--- config.mk ---
export PLATFORM = sky130hd
export DESIGN_NAME = instr_fetch_queue_flat
export DESIGN_NICKNAME = d
export VERILOG_FILES = /design/src/rtl/instr_fetch_queue_if.sv /design/src/rtl/instr_fetch_queue.sv /design/src/flat_wrapper.sv
export SDC_FILE = /design/constraint.sdc
export NUM_CORES = 1
export LEC_CHECK = 0
export CORE_MARGIN = 3
export CORE_UTILIZATION = 55
export CTS_CLUSTER_DIAMETER = 100
export DETAILED_ROUTE_END_ITERATION = 12
export PLACE_DENSITY_LB_ADDON = 0.3
export SYNTH_ARGS = -nofsm -noshare
export SYNTH_HDL_FRONTEND = slang
export SYNTH_SLANG_ARGS = --single-unit
--- constraint.sdc ---
create_clock -name clk -period 2.7 [get_ports clk]
set_input_delay 0.405 -clock clk [delete_from_list [all_inputs] [get_ports clk]]
set_output_delay 0.405 -clock clk [all_outputs]
set_load 0.02 [all_outputs]
--- src/rtl/instr_fetch_queue_if.sv ---
// Instruction memory request/response port bundle.
// Responses return strictly in request order.
interface instr_fetch_queue_if;
  logic        imem_req_valid;
  logic [15:0] imem_req_addr;
  logic        imem_req_ready;
  logic        imem_resp_valid;
  logic [15:0] imem_resp_data;

  modport master (
    output imem_req_valid,
    output imem_req_addr,
    input  imem_req_ready,
    input  imem_resp_valid,
    input  imem_resp_data
  );

  modport slave (
    input  imem_req_valid,
    input  imem_req_addr,
    output imem_req_ready,
    output imem_resp_valid,
    output imem_resp_data
  );
endinterface

--- src/rtl/instr_fetch_queue.sv ---
// Prefetching instruction fetch queue with in-order imem
// responses, redirect flush and stale-response dropping.
module instr_fetch_queue #(
  parameter int          DEPTH           = 4,
  parameter int          MAX_OUTSTANDING = 2,
  parameter logic [15:0] RESET_PC        = 16'h0000
) (
  input  logic                        clk,
  input  logic                        reset,
  input  logic                        redirect_valid,
  input  logic [15:0]                 redirect_pc,
  input  logic                        halt,
  instr_fetch_queue_if.master         imem,
  output logic                        instr_valid,
  output logic [15:0]                 instr_data,
  output logic [15:0]                 instr_pc_plus2,
  input  logic                        instr_ready,
  output logic [3:0]                  occupancy
);

  localparam int          AW      = (DEPTH > 1) ? $clog2(DEPTH) : 1;
  localparam logic [1:0]  MAX_O   = 2'(MAX_OUTSTANDING);
  localparam logic [3:0]  DEPTH_W = 4'(DEPTH);
  localparam logic [15:0] RST_PC  = {RESET_PC[15:1], 1'b0};

  logic [15:0]   fetch_pc_q, fetch_pc_d;
  logic [15:0]   resp_pc_q, resp_pc_d;
  logic [1:0]    out_q, out_d;
  logic [1:0]    drop_q, drop_d;
  logic [3:0]    occ_q, occ_d;
  logic [AW-1:0] rd_ptr_q, rd_ptr_d;
  logic [AW-1:0] wr_ptr_q, wr_ptr_d;
  logic [15:0]   data_q [DEPTH];
  logic [15:0]   data_d [DEPTH];
  logic [15:0]   pcp2_q [DEPTH];
  logic [15:0]   pcp2_d [DEPTH];

  logic [3:0] reserved;
  logic       req_ok;
  logic       accept;
  logic       resp;
  logic       push;
  logic       pop;

  // Reserve FIFO space for every request in flight so a
  // response can never find the queue full.
  always_comb begin
    reserved = occ_q + {2'b00, out_q};
    req_ok   = reset && !halt && !redirect_valid &&
               (out_q < MAX_O) && (reserved < DEPTH_W);
    accept   = req_ok && imem.imem_req_ready;
    resp     = imem.imem_resp_valid && (out_q != 2'd0);
    push     = resp && (drop_q == 2'd0) && !redirect_valid;
    pop      = (occ_q != 4'd0) && instr_ready && !redirect_valid;
  end

  always_comb begin
    fetch_pc_d = fetch_pc_q;
    resp_pc_d  = resp_pc_q;
    out_d      = out_q;
    drop_d     = drop_q;
    occ_d      = occ_q;
    rd_ptr_d   = rd_ptr_q;
    wr_ptr_d   = wr_ptr_q;
    data_d     = data_q;
    pcp2_d     = pcp2_q;

    unique case ({accept, resp})
      2'b10:   out_d = out_q + 2'd1;
      2'b01:   out_d = out_q - 2'd1;
      default: out_d = out_q;
    endcase

    if (redirect_valid) begin
      fetch_pc_d = {redirect_pc[15:1], 1'b0};
      resp_pc_d  = {redirect_pc[15:1], 1'b0};
      occ_d      = 4'd0;
      rd_ptr_d   = '0;
      wr_ptr_d   = '0;
      // everything still in flight belongs to the old path
      drop_d     = resp ? out_q - 2'd1 : out_q;
    end else begin
      if (accept) fetch_pc_d = fetch_pc_q + 16'd2;
      if (resp && drop_q != 2'd0) drop_d = drop_q - 2'd1;
      if (push) begin
        data_d[wr_ptr_q] = imem.imem_resp_data;
        pcp2_d[wr_ptr_q] = resp_pc_q + 16'd2;
        wr_ptr_d         = wr_ptr_q + AW'(1);
        resp_pc_d        = resp_pc_q + 16'd2;
      end
      if (pop) rd_ptr_d = rd_ptr_q + AW'(1);
      occ_d = occ_q + {3'b000, push} - {3'b000, pop};
    end
  end

  always_ff @(posedge clk) begin
    if (!reset) begin
      fetch_pc_q <= RST_PC;
      resp_pc_q  <= RST_PC;
      out_q      <= 2'd0;
      drop_q     <= 2'd0;
      occ_q      <= 4'd0;
      rd_ptr_q   <= '0;
      wr_ptr_q   <= '0;
      for (int i = 0; i < DEPTH; i++) begin
        data_q[i] <= 16'h0000;
        pcp2_q[i] <= 16'h0000;
      end
    end else begin
      fetch_pc_q <= fetch_pc_d;
      resp_pc_q  <= resp_pc_d;
      out_q      <= out_d;
      drop_q     <= drop_d;
      occ_q      <= occ_d;
      rd_ptr_q   <= rd_ptr_d;
      wr_ptr_q   <= wr_ptr_d;
      data_q     <= data_d;
      pcp2_q     <= pcp2_d;
    end
  end

  assign imem.imem_req_valid = req_ok;
  assign imem.imem_req_addr  = fetch_pc_q;
  assign instr_valid         = (occ_q != 4'd0);
  assign instr_data          = data_q[rd_ptr_q];
  assign instr_pc_plus2      = pcp2_q[rd_ptr_q];
  assign occupancy           = occ_q;

endmodule

--- src/flat_wrapper.sv ---
// flat-port wrapper written by rule: the top's interface ports become plain ports
module instr_fetch_queue_flat 
#(
  parameter int          DEPTH           = 4,
  parameter int          MAX_OUTSTANDING = 2,
  parameter logic [15:0] RESET_PC        = 16'h0000
)
  (clk, reset, redirect_valid, redirect_pc, halt, instr_valid, instr_data, instr_pc_plus2, instr_ready, occupancy, imem_imem_req_valid, imem_imem_req_addr, imem_imem_req_ready, imem_imem_resp_valid, imem_imem_resp_data);
  instr_fetch_queue_if imem_i ();
  input  logic clk;
  input  logic reset;
  input  logic redirect_valid;
  input  logic [15:0] redirect_pc;
  input  logic halt;
  output logic instr_valid;
  output logic [15:0] instr_data;
  output logic [15:0] instr_pc_plus2;
  input  logic instr_ready;
  output logic [3:0] occupancy;
  output wire logic [$bits(imem_i.imem_req_valid)-1:0] imem_imem_req_valid;
  output wire logic [$bits(imem_i.imem_req_addr)-1:0] imem_imem_req_addr;
  input wire logic [$bits(imem_i.imem_req_ready)-1:0] imem_imem_req_ready;
  input wire logic [$bits(imem_i.imem_resp_valid)-1:0] imem_imem_resp_valid;
  input wire logic [$bits(imem_i.imem_resp_data)-1:0] imem_imem_resp_data;
  assign imem_imem_req_valid = imem_i.imem_req_valid;
  assign imem_imem_req_addr = imem_i.imem_req_addr;
  assign imem_i.imem_req_ready = imem_imem_req_ready;
  assign imem_i.imem_resp_valid = imem_imem_resp_valid;
  assign imem_i.imem_resp_data = imem_imem_resp_data;
  instr_fetch_queue #(.DEPTH(DEPTH), .MAX_OUTSTANDING(MAX_OUTSTANDING), .RESET_PC(RESET_PC)) u_core (.clk(clk), .reset(reset), .redirect_valid(redirect_valid), .redirect_pc(redirect_pc), .halt(halt), .imem(imem_i), .instr_valid(instr_valid), .instr_data(instr_data), .instr_pc_plus2(instr_pc_plus2), .instr_ready(instr_ready), .occupancy(occupancy));
endmodule
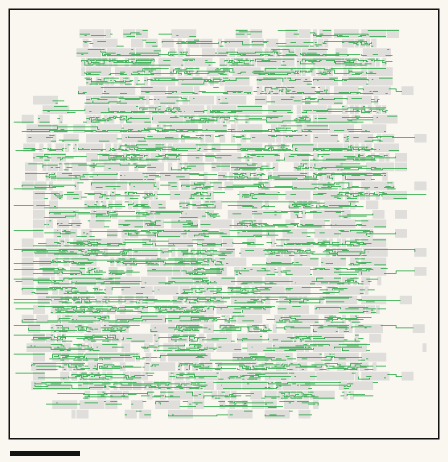
**Above:** the metal 1 layer.
Bar = 20 um. Cells faint in the background.
wire length on this layer = 7,670 um
main direction = horizontal
longest straight run = 33.1 um
nets with wire on the layer = 901
GR Layer Usage met1: 0.318
Vias: 6,518
total wire length after detailed routing: 18,400 um

==> design notes <==
The run finished with clean final reports. The run gives 0.0435 for the xor/xnor cell area share of the yosys netlist. TritonCTS built the clock tree. Recorded from the global router log, the overflow total was 0. The run gives 2620 ps for the final period demand of the worst path. The path class of the tightest hold or removal check is reg2reg.

The fill cell total of the finished layout came out at 980. In this run, post-CTS hold repair placed 0 buffers. The run gives 845 as the number of cell instances after yosys synthesis. The maximum number of pins on one net before global-route repair is 117, and the count of standard-cell rows is 41. Counting cells, the worst reg-to-reg path comes to 7. The final layout reports a setup TNS of 0 ps. Max-cap violations in this run came to 0. The logs give 7440 sq um for the cell area after synthesis and 845 for the instance tally after logic synthesis. The count of nets left with antenna violations once routing finished came out at 0. The routed design shows a wire length per standard cell of 16.7 um.

The run gives 310 ps for the setup slack on the worst flop-to-flop path. The CTS report gives the tree buffer count as 17. The number of global-route vias before repair came out at 6,324. The clock net in this run drives a total of 166 sinks.

The synthesis report lists the Yosys warning total as 0. Sorting the synthesized cells by how often they occur yields nand2_1 (172), dfxtp_1 (166), a21oi_1 (106), nor2_1 (59), clkbuf_1 (50). The synthesis run identifies the leading combinational cell family as simple AND/OR/NAND/NOR gates.

On the critical path the data arrives at 2210 ps. Summed over all cells, the static leakage comes to 3.02 nW. The biggest fanout along the worst timing path is 18. Growth of design area from synthesis to finish: 21.6%. The horizontal die dimension is 122 um. With the count of different cell masters after synthesis at 53, the quantity of I/O buffers inserted on ports is 89.

The run gives 8500 sq um for the cell area after placement. The run gives 5.92 for the vias per cell. The leading register cell type out of synthesis is dfxtp_1. The stage-log warning count came out at 32. The run gives 0.0985 for the portion of netlist area occupied by mux cells.

0 antenna diodes ended up in the layout. The clock network latency to the later pin of the worst-skew pair came out at 420 ps. The final layout net count is 971, and the core box area is 12,900 sq um.

The run gives 0.576 for the starting utilization of the core area. The final core utilization is 0.700, and the post-synthesis sequential area ratio is 0.446.
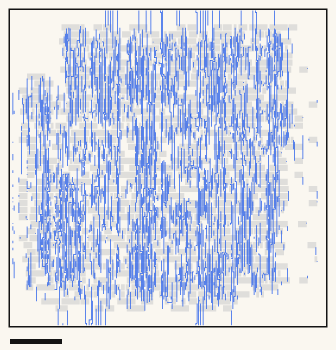
**Above:** M2 wires.
Bar = 20 um. Cells faint in the background.
wire length on this layer = 9,210 um
share of all routed wire = 50%
main direction = vertical
global-route met2 utilization: 0.425

==> per-stage QoR <==
| stage | cells | worst slack [ps] | hold slack (ps) |
|---|---|---|---|
| 6_report | 1101 | 82.8 | 453 |
| 5_1_grt | 1101 | 10.4 | 474 |
| 4_1_cts | 1101 | 30.2 | 455 |
| 3_5_place_dp | 1069 | 199 | 447 |
| 3_3_place_gp | 1069 | 248 | 438 |
| 2_1_floorplan | 846 | 327 | 433 |
==> timing repair <==
action,4_1_cts,5_1_grt
endpoints found under the setup margin,15,2
buffers inserted,0,0
cloned,0,0
gates resized,4,1
==> worst max-delay path, stage by stage, from the launching register on <==
cell	delay, ps
dfxtp_4	450
buf_12	220
mux4_2	560
clkdlybuf4s50_1	560
==> flip-flops by register name, summed over array words and instances (netlist names) <==
| name | flops |
|---|---|
| u_core.data_q | 64 |
| u_core.drop_q | 2 |
| u_core.imem.imem_req_addr | 15 |
| u_core.occupancy | 4 |
| u_core.out_q | 2 |
| u_core.pcp2_q | 60 |
| u_core.rd_ptr_q | 2 |
| u_core.resp_pc_q | 15 |
| u_core.wr_ptr_q | 2 |
==> routing by layer <==
metal / track usage / routed length, um
met1: 0.318 / 7670
met2: 0.425 / 9210
met3: 0.0525 / 1150
met4: 0.0896 / 341
met5: 0 / 0
==> path summary, 6_finish.rpt <==
path                       from                 end
max reg2reg     u_core.out_q[0]   u_core.data_q[59]
min            u_core.data_q[6]    u_core.data_q[6]
max          u_core.rd_ptr_q[0]  instr_pc_plus2[15]
min reg2reg    u_core.data_q[6]    u_core.data_q[6]
==> placed cells by master, fill, tap and decap left out, types with 3 or more instances in the layout <==
cell type,count
ha_1,15
clkdlybuf4s50_1,88
xnor2_1,21
o21ai_0,34
clkbuf_16,17
nor4_1,3
buf_4,23
a211oi_1,39
nor3_1,9
xor2_1,16
dfxtp_1,164
clkinv_2,6
nor2_1,59
clkbuf_1,5
or4_4,3
nand3_1,19
o211ai_1,4
o311ai_0,3
o21a_1,3
nand4_1,7
o311ai_1,3
or3_1,4
a31oi_1,6
mux4_2,31
and3_1,8
a21oi_1,106
inv_1,18
nand2_1,172
==> area by class of cell <==
class,instances,share of cell area
Multi-Input combinational cell,598,0.420
Sequential cell,166,0.368
Timing Repair Buffer,114,0.121
Clock buffer,23,0.0506
Tap cell,172,0.0238
Clock inverter,9,0.00871
Inverter,19,0.00802
==> where the power goes <==
group | total [W] | switching [W] | internal (W)
sequential | 0.00266 | 0.0000997 | 0.00256
clock | 0.00221 | 0.000922 | 0.00129
combinational | 0.000957 | 0.000523 | 0.000433
==> cells by family after synthesis <==
group / count (synthesis)
muxes: 34
and+or+nand+nor: 301
buffers and inverters: 82
DFF: 166
other: 1
adders and majority gates: 16
xor gates and xnor gates: 37
AOI/OAI and AO/OA: 208
Power is estimated from default activity; no workload was simulated.
